The metal 3 layer:
The bar under the picture is 100 um long.
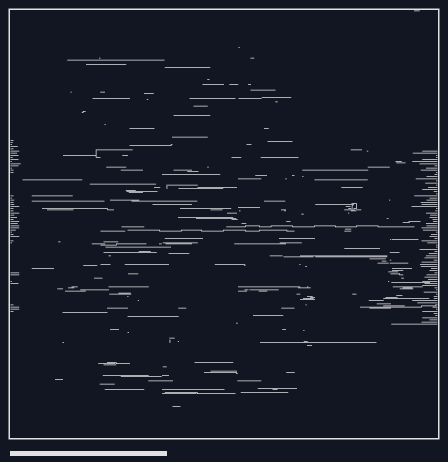
Nets reached from selected ports:
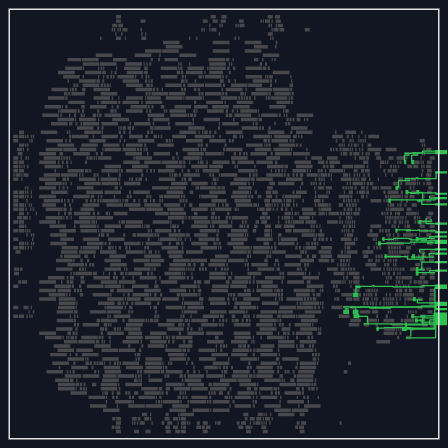
Cells coloured by class:
Fill, decap, tap and diode cells in grey.
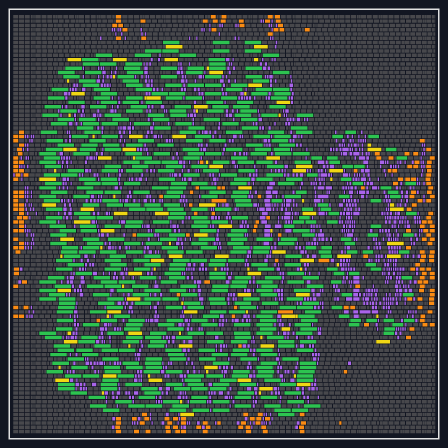
Cell outlines without signal wires:
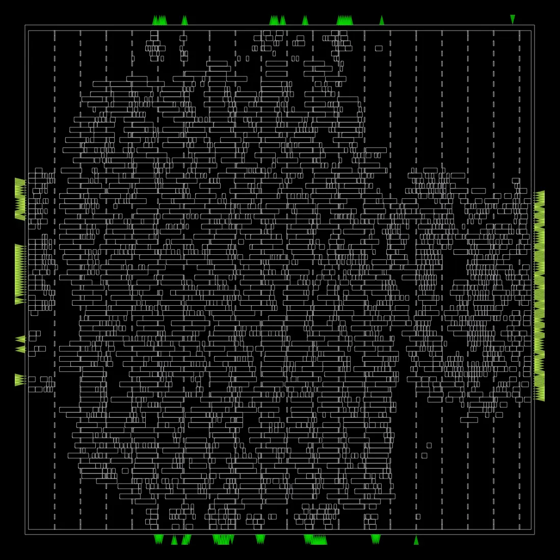
M2 wires:
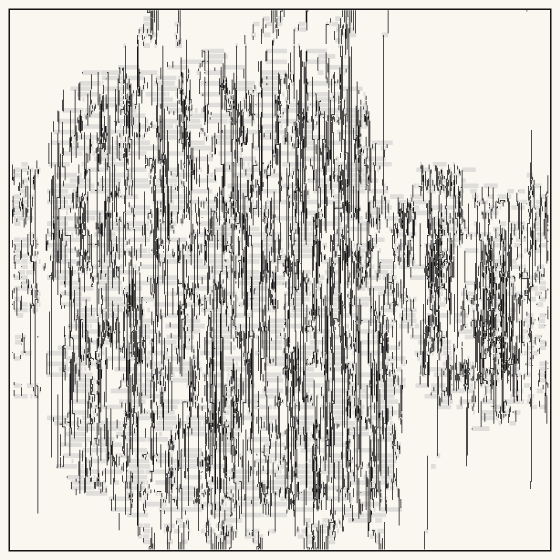
<file path="config.mk">
export PLATFORM = sky130hd
export DESIGN_NAME = cache_mem_block_responder_flat
export DESIGN_NICKNAME = d
export VERILOG_FILES = /design/src/rtl/cache_mem_block_responder_if.sv /design/src/rtl/cache_mem_block_responder.sv /design/src/flat_wrapper.sv
export SDC_FILE = /design/constraint.sdc
export NUM_CORES = 1
export LEC_CHECK = 0
export ABC_AREA = 1
export CAP_MARGIN = 20
export CORE_MARGIN = 1.5
export CORE_UTILIZATION = 35
export CTS_CLUSTER_SIZE = 40
export DETAILED_ROUTE_END_ITERATION = 7
export MAX_ROUTING_LAYER = met4
export PLACE_DENSITY_LB_ADDON = 0.25
export SLEW_MARGIN = 20
export SYNTH_ARGS = -nofsm -noshare
export SYNTH_HDL_FRONTEND = slang
export SYNTH_SLANG_ARGS = --single-unit
</file>
<file path="constraint.sdc">
create_clock -name clock_i -period 9.2 [get_ports clock_i]
set_input_delay 1.38 -clock clock_i [delete_from_list [all_inputs] [get_ports clock_i]]
set_output_delay 1.38 -clock clock_i [all_outputs]
set_load 0.005 [all_outputs]
</file>
<file path="src/rtl/cache_mem_block_responder_if.sv">
// Cache <-> memory-responder bundle.
// Purpose: groups the cache command/buffer handshake and the backing-memory port so that the
// responder and its environment (cache controller plus memory model) connect through one bundle.
// Modports:
//   slave  - the responder: takes cache requests/data and memory responses, drives ready flags,
//            read data, the memory command port and the error flag.
//   master - the environment: drives cache requests/data and memory ready/valid/data.
interface cache_mem_block_responder_if #(
    parameter int unsigned BW_ADDR = 26
);
    // cache side
    logic               cache_req_i;
    logic               cache_req_block_i;
    logic               cache_rw_i;
    logic [BW_ADDR-1:0] cache_add_i;
    logic               cache_write_i;
    logic               cache_read_i;
    logic [31:0]        cache_data_i;
    logic               cache_ready_req_o;
    logic               cache_ready_write_o;
    logic               cache_ready_read_o;
    logic [31:0]        cache_data_o;
    // memory side
    logic               mem_req_o;
    logic               mem_rw_o;
    logic [BW_ADDR-1:0] mem_add_o;
    logic [31:0]        mem_data_o;
    logic               mem_ready_i;
    logic               mem_valid_i;
    logic [31:0]        mem_data_i;
    // status
    logic               err_o;

    modport slave (
        input  cache_req_i, cache_req_block_i, cache_rw_i, cache_add_i,
        input  cache_write_i, cache_read_i, cache_data_i,
        output cache_ready_req_o, cache_ready_write_o, cache_ready_read_o, cache_data_o,
        output mem_req_o, mem_rw_o, mem_add_o, mem_data_o,
        input  mem_ready_i, mem_valid_i, mem_data_i,
        output err_o
    );

    modport master (
        output cache_req_i, cache_req_block_i, cache_rw_i, cache_add_i,
        output cache_write_i, cache_read_i, cache_data_i,
        input  cache_ready_req_o, cache_ready_write_o, cache_ready_read_o, cache_data_o,
        input  mem_req_o, mem_rw_o, mem_add_o, mem_data_o,
        output mem_ready_i, mem_valid_i, mem_data_i,
        input  err_o
    );
endinterface

</file>
<file path="src/rtl/cache_mem_block_responder.sv">
// Memory-side responder for the cache command/buffer interface.
// Purpose: accepts word or block requests from a cache controller. Reads are fetched from backing
// memory into a show-ahead FIFO that the cache pops; writes are buffered from the cache into the
// same FIFO and then drained to backing memory in address order.
// Ports:
//   clock_i - single clock, all logic on the rising edge
//   reset_i - synchronous active-high reset; every output is forced low while it is asserted
//   bus     - slave modport of cache_mem_block_responder_if (cache handshake, memory port, err_o)
module cache_mem_block_responder #(
    parameter int unsigned BW_ADDR  = 26,
    parameter int unsigned BW_BLOCK = 4
) (
    input logic                         clock_i,
    input logic                         reset_i,
    cache_mem_block_responder_if.slave  bus
);

    localparam int unsigned Depth = 2 ** BW_BLOCK;
    localparam int unsigned CW    = BW_BLOCK + 1;

    typedef enum logic [2:0] {
        StIdle,
        StRdIssue,
        StRdDrain,
        StWrFill,
        StWrIssue
    } state_e;

    state_e             state_q, state_d;
    logic [BW_ADDR-1:0] base_q, base_d;
    logic               block_q, block_d;
    logic [CW-1:0]      issue_cnt_q, issue_cnt_d;  // memory accesses accepted
    logic [CW-1:0]      resp_cnt_q, resp_cnt_d;    // read responses taken
    logic [CW-1:0]      xfer_cnt_q, xfer_cnt_d;    // cache pops (read) or pushes (write)
    logic               err_q, err_d;

    // FIFO shared by the read and write paths; only one direction is active at a time.
    logic [31:0]         fifo_q [Depth];
    logic [BW_BLOCK-1:0] wr_ptr_q, rd_ptr_q;
    logic [CW-1:0]       count_q;
    logic                fifo_empty;
    logic                push, pop, clear_fifo;
    logic [31:0]         push_data;

    logic [CW-1:0]      n_words;
    logic               is_rd;
    logic               ready_req, ready_write, ready_read;
    logic               mem_req, mem_rw;
    logic [BW_ADDR-1:0] mem_add;
    logic [31:0]        mem_wdata;

    assign n_words    = block_q ? CW'(Depth) : CW'(1);
    assign fifo_empty = (count_q == '0);
    assign is_rd      = (state_q == StRdIssue) || (state_q == StRdDrain);

    always_comb begin
        state_d     = state_q;
        base_d      = base_q;
        block_d     = block_q;
        issue_cnt_d = issue_cnt_q;
        resp_cnt_d  = resp_cnt_q;
        xfer_cnt_d  = xfer_cnt_q;
        err_d       = err_q;
        push        = 1'b0;
        pop         = 1'b0;
        clear_fifo  = 1'b0;
        push_data   = bus.mem_data_i;
        ready_req   = 1'b0;
        mem_req     = 1'b0;
        mem_rw      = 1'b0;
        mem_add     = '0;
        mem_wdata   = '0;

        ready_read  = is_rd && !fifo_empty;
        ready_write = (state_q == StWrFill) && (xfer_cnt_q < n_words);

        // Protocol violations are flagged and otherwise ignored.
        if (bus.cache_read_i) begin
            if (ready_read) begin
                pop = 1'b1;
            end else begin
                err_d = 1'b1;
            end
        end

        if (bus.cache_write_i) begin
            if (ready_write) begin
                push      = 1'b1;
                push_data = bus.cache_data_i;
            end else begin
                err_d = 1'b1;
            end
        end

        // Responses beyond the N-th, or outside a read, are dropped.
        if (bus.mem_valid_i) begin
            if (is_rd && (resp_cnt_q < n_words)) begin
                push       = 1'b1;
                push_data  = bus.mem_data_i;
                resp_cnt_d = resp_cnt_q + CW'(1);
            end else begin
                err_d = 1'b1;
            end
        end

        if (bus.cache_req_i && (state_q != StIdle)) begin
            err_d = 1'b1;
        end

        unique case (state_q)
            StIdle: begin
                ready_req = 1'b1;
                if (bus.cache_req_i) begin
                    base_d      = bus.cache_req_block_i ?
                                  (bus.cache_add_i & ~BW_ADDR'(Depth - 1)) : bus.cache_add_i;
                    block_d     = bus.cache_req_block_i;
                    issue_cnt_d = '0;
                    resp_cnt_d  = '0;
                    xfer_cnt_d  = '0;
                    clear_fifo  = 1'b1;
                    state_d     = bus.cache_rw_i ? StWrFill : StRdIssue;
                end
            end
            StRdIssue: begin
                mem_req = 1'b1;
                mem_add = base_q + BW_ADDR'(issue_cnt_q);
                if (bus.mem_ready_i) begin
                    issue_cnt_d = issue_cnt_q + CW'(1);
                    if (issue_cnt_q == n_words - CW'(1)) begin
                        state_d = StRdDrain;
                    end
                end
            end
            StRdDrain: begin
            end
            StWrFill: begin
                if (push) begin
                    xfer_cnt_d = xfer_cnt_q + CW'(1);
                    if (xfer_cnt_q == n_words - CW'(1)) begin
                        state_d = StWrIssue;
                    end
                end
            end
            StWrIssue: begin
                mem_req   = 1'b1;
                mem_rw    = 1'b1;
                mem_add   = base_q + BW_ADDR'(issue_cnt_q);
                mem_wdata = fifo_q[rd_ptr_q];
                if (bus.mem_ready_i) begin
                    pop         = 1'b1;
                    issue_cnt_d = issue_cnt_q + CW'(1);
                    if (issue_cnt_q == n_words - CW'(1)) begin
                        state_d = StIdle;
                    end
                end
            end
            default: begin
                state_d = StIdle;
            end
        endcase

        // The N-th cache pop closes a read regardless of issue progress.
        if (is_rd && pop) begin
            xfer_cnt_d = xfer_cnt_q + CW'(1);
            if (xfer_cnt_q == n_words - CW'(1)) begin
                state_d = StIdle;
            end
        end
    end

    // Outputs are held low for the whole reset cycle.
    always_comb begin
        bus.cache_ready_req_o   = 1'b0;
        bus.cache_ready_write_o = 1'b0;
        bus.cache_ready_read_o  = 1'b0;
        bus.cache_data_o        = '0;
        bus.mem_req_o           = 1'b0;
        bus.mem_rw_o            = 1'b0;
        bus.mem_add_o           = '0;
        bus.mem_data_o          = '0;
        bus.err_o               = 1'b0;
        if (!reset_i) begin
            bus.cache_ready_req_o   = ready_req;
            bus.cache_ready_write_o = ready_write;
            bus.cache_ready_read_o  = ready_read;
            bus.cache_data_o        = fifo_q[rd_ptr_q];
            bus.mem_req_o           = mem_req;
            bus.mem_rw_o            = mem_rw;
            bus.mem_add_o           = mem_add;
            bus.mem_data_o          = mem_wdata;
            bus.err_o               = err_q;
        end
    end

    always_ff @(posedge clock_i) begin
        if (reset_i) begin
            state_q     <= StIdle;
            base_q      <= '0;
            block_q     <= 1'b0;
            issue_cnt_q <= '0;
            resp_cnt_q  <= '0;
            xfer_cnt_q  <= '0;
            err_q       <= 1'b0;
            wr_ptr_q    <= '0;
            rd_ptr_q    <= '0;
            count_q     <= '0;
        end else begin
            state_q     <= state_d;
            base_q      <= base_d;
            block_q     <= block_d;
            issue_cnt_q <= issue_cnt_d;
            resp_cnt_q  <= resp_cnt_d;
            xfer_cnt_q  <= xfer_cnt_d;
            err_q       <= err_d;
            if (clear_fifo) begin
                wr_ptr_q <= '0;
                rd_ptr_q <= '0;
                count_q  <= '0;
            end else begin
                if (push) begin
                    wr_ptr_q <= wr_ptr_q + BW_BLOCK'(1);
                end
                if (pop) begin
                    rd_ptr_q <= rd_ptr_q + BW_BLOCK'(1);
                end
                count_q <= count_q + CW'(push) - CW'(pop);
            end
        end
    end

    // Storage needs no reset; the pointers define what is valid.
    always_ff @(posedge clock_i) begin
        if (push && !reset_i) begin
            fifo_q[wr_ptr_q] <= push_data;
        end
    end

endmodule

</file>
<file path="src/flat_wrapper.sv">
// flat-port wrapper written by rule: the top's interface ports become plain ports
module cache_mem_block_responder_flat 
#(
    parameter int unsigned BW_ADDR  = 26,
    parameter int unsigned BW_BLOCK = 4
)
  (clock_i, reset_i, bus_cache_req_i, bus_cache_req_block_i, bus_cache_rw_i, bus_cache_add_i, bus_cache_write_i, bus_cache_read_i, bus_cache_data_i, bus_cache_ready_req_o, bus_cache_ready_write_o, bus_cache_ready_read_o, bus_cache_data_o, bus_mem_req_o, bus_mem_rw_o, bus_mem_add_o, bus_mem_data_o, bus_mem_ready_i, bus_mem_valid_i, bus_mem_data_i, bus_err_o);
  cache_mem_block_responder_if #(.BW_ADDR(BW_ADDR)) bus_i ();
  input logic clock_i;
  input logic reset_i;
  input wire logic [$bits(bus_i.cache_req_i)-1:0] bus_cache_req_i;
  input wire logic [$bits(bus_i.cache_req_block_i)-1:0] bus_cache_req_block_i;
  input wire logic [$bits(bus_i.cache_rw_i)-1:0] bus_cache_rw_i;
  input wire logic [$bits(bus_i.cache_add_i)-1:0] bus_cache_add_i;
  input wire logic [$bits(bus_i.cache_write_i)-1:0] bus_cache_write_i;
  input wire logic [$bits(bus_i.cache_read_i)-1:0] bus_cache_read_i;
  input wire logic [$bits(bus_i.cache_data_i)-1:0] bus_cache_data_i;
  output wire logic [$bits(bus_i.cache_ready_req_o)-1:0] bus_cache_ready_req_o;
  output wire logic [$bits(bus_i.cache_ready_write_o)-1:0] bus_cache_ready_write_o;
  output wire logic [$bits(bus_i.cache_ready_read_o)-1:0] bus_cache_ready_read_o;
  output wire logic [$bits(bus_i.cache_data_o)-1:0] bus_cache_data_o;
  output wire logic [$bits(bus_i.mem_req_o)-1:0] bus_mem_req_o;
  output wire logic [$bits(bus_i.mem_rw_o)-1:0] bus_mem_rw_o;
  output wire logic [$bits(bus_i.mem_add_o)-1:0] bus_mem_add_o;
  output wire logic [$bits(bus_i.mem_data_o)-1:0] bus_mem_data_o;
  input wire logic [$bits(bus_i.mem_ready_i)-1:0] bus_mem_ready_i;
  input wire logic [$bits(bus_i.mem_valid_i)-1:0] bus_mem_valid_i;
  input wire logic [$bits(bus_i.mem_data_i)-1:0] bus_mem_data_i;
  output wire logic [$bits(bus_i.err_o)-1:0] bus_err_o;
  assign bus_i.cache_req_i = bus_cache_req_i;
  assign bus_i.cache_req_block_i = bus_cache_req_block_i;
  assign bus_i.cache_rw_i = bus_cache_rw_i;
  assign bus_i.cache_add_i = bus_cache_add_i;
  assign bus_i.cache_write_i = bus_cache_write_i;
  assign bus_i.cache_read_i = bus_cache_read_i;
  assign bus_i.cache_data_i = bus_cache_data_i;
  assign bus_cache_ready_req_o = bus_i.cache_ready_req_o;
  assign bus_cache_ready_write_o = bus_i.cache_ready_write_o;
  assign bus_cache_ready_read_o = bus_i.cache_ready_read_o;
  assign bus_cache_data_o = bus_i.cache_data_o;
  assign bus_mem_req_o = bus_i.mem_req_o;
  assign bus_mem_rw_o = bus_i.mem_rw_o;
  assign bus_mem_add_o = bus_i.mem_add_o;
  assign bus_mem_data_o = bus_i.mem_data_o;
  assign bus_i.mem_ready_i = bus_mem_ready_i;
  assign bus_i.mem_valid_i = bus_mem_valid_i;
  assign bus_i.mem_data_i = bus_mem_data_i;
  assign bus_err_o = bus_i.err_o;
  cache_mem_block_responder #(.BW_ADDR(BW_ADDR), .BW_BLOCK(BW_BLOCK)) u_core (.clock_i(clock_i), .reset_i(reset_i), .bus(bus_i));
endmodule
</file>
==> out/metrics.yaml <==
placed_design:
  hpwl_mm: 37.3
  gp_congestion: 0.912
  numPortBuffers: 194
  placed_cell_area_mm2: 0.0282
clocking:
  clk_latency_ns: 0.64
  tritoncts: "done"
  cts_buffers: 60
  postCtsSetupRepairBufs: 0
  cts.clk_slew.worst_paths_ns: 0.06
logic_synthesis:
  synthCells: 2379
  synth-edff-count: 512
  syn_area_mm2: 0.0254
  synth_area_leader_cell: "edfxtp_1"
  common_cells: "edfxtp_1, nand2_1, inv_1, nand3_1, a21oi_1"
setup_path:
  cp_max_fo: 64
  max_stage_delay_ns: 0.84
  worstPathArrival_ns: 4.11
routing:
  vias_per_cell: 4.98
  wl_met2_mm: 32.0
  met3_length_mm: 3.83
worst_hold_path:
  min_path_cells: 1
  holdCritPathClass: "reg -> reg"
floorplanning:
  core_util_floorplan_pct: 35.4
  ios: 195
  die_x_um: 272
global_route:
  first_global_vias: 16800
  grt_most_used_layer: "met2"
  grt_max_degree: 281
  grtUsageMet3_pct: 2.20
  use_met1_pct: 24.4
final_layout:
  logic_gate_count: 1326
  final_cell_mix: "edfxtp_1, nand2_1, inv_1, nand3_1, a21oi_1"
  fin_nets: 2660
  inv_count: 348
  drive_gt1_share_pct: 6.65
power_and_ir_drop:
  pwr-share-seq_pct: 49.1
  p_clk_share_pct: 38.6
  p_leak_nw: 10.7
run_status:
  status: "finished, final reports clean"
final_timing:
  min_period_ns: 5.49
Notes on 'the metal 3 layer' above:
The wires run mostly horizontal. 227 nets have wire on it. The layer holds 5.7% of the routed length. The layer carries 3830 um of wire. The longest straight run is 73.8 um.

Notes on 'nets reached from selected ports' above:
bus_cache_add_i: shown in green, bits 26, direction input, edge right, end cells 26, buffers 26, wire 928 um.

Notes on 'cells coloured by class' above:
flops: shown in green, cells 575, share of their area 57%. combinational and other logic: shown in purple, cells 1674, share of their area 28%. other buffers and delay cells: shown in orange, cells 226, share of their area 7.7%. clock drivers and dummy loads: shown in yellow, cells 111, share of their area 6.5%.

Notes on 'cell outlines without signal wires' above:
Non-Filler Instances: 3537
Tapcell Cnt: 950
FP Rows: 98
flop count: 575

Notes on 'M2 wires' above:
The wires run mostly vertical. The layer carries 32.0 mm of wire. The layer holds 48% of the routed length. 1958 nets have wire on it.
Routed Wire Length: 67.0 mm
met2 GRT Util: 30.1%
routed vias: 17600

No activity file was given, so power comes from the tool's default toggle rates.
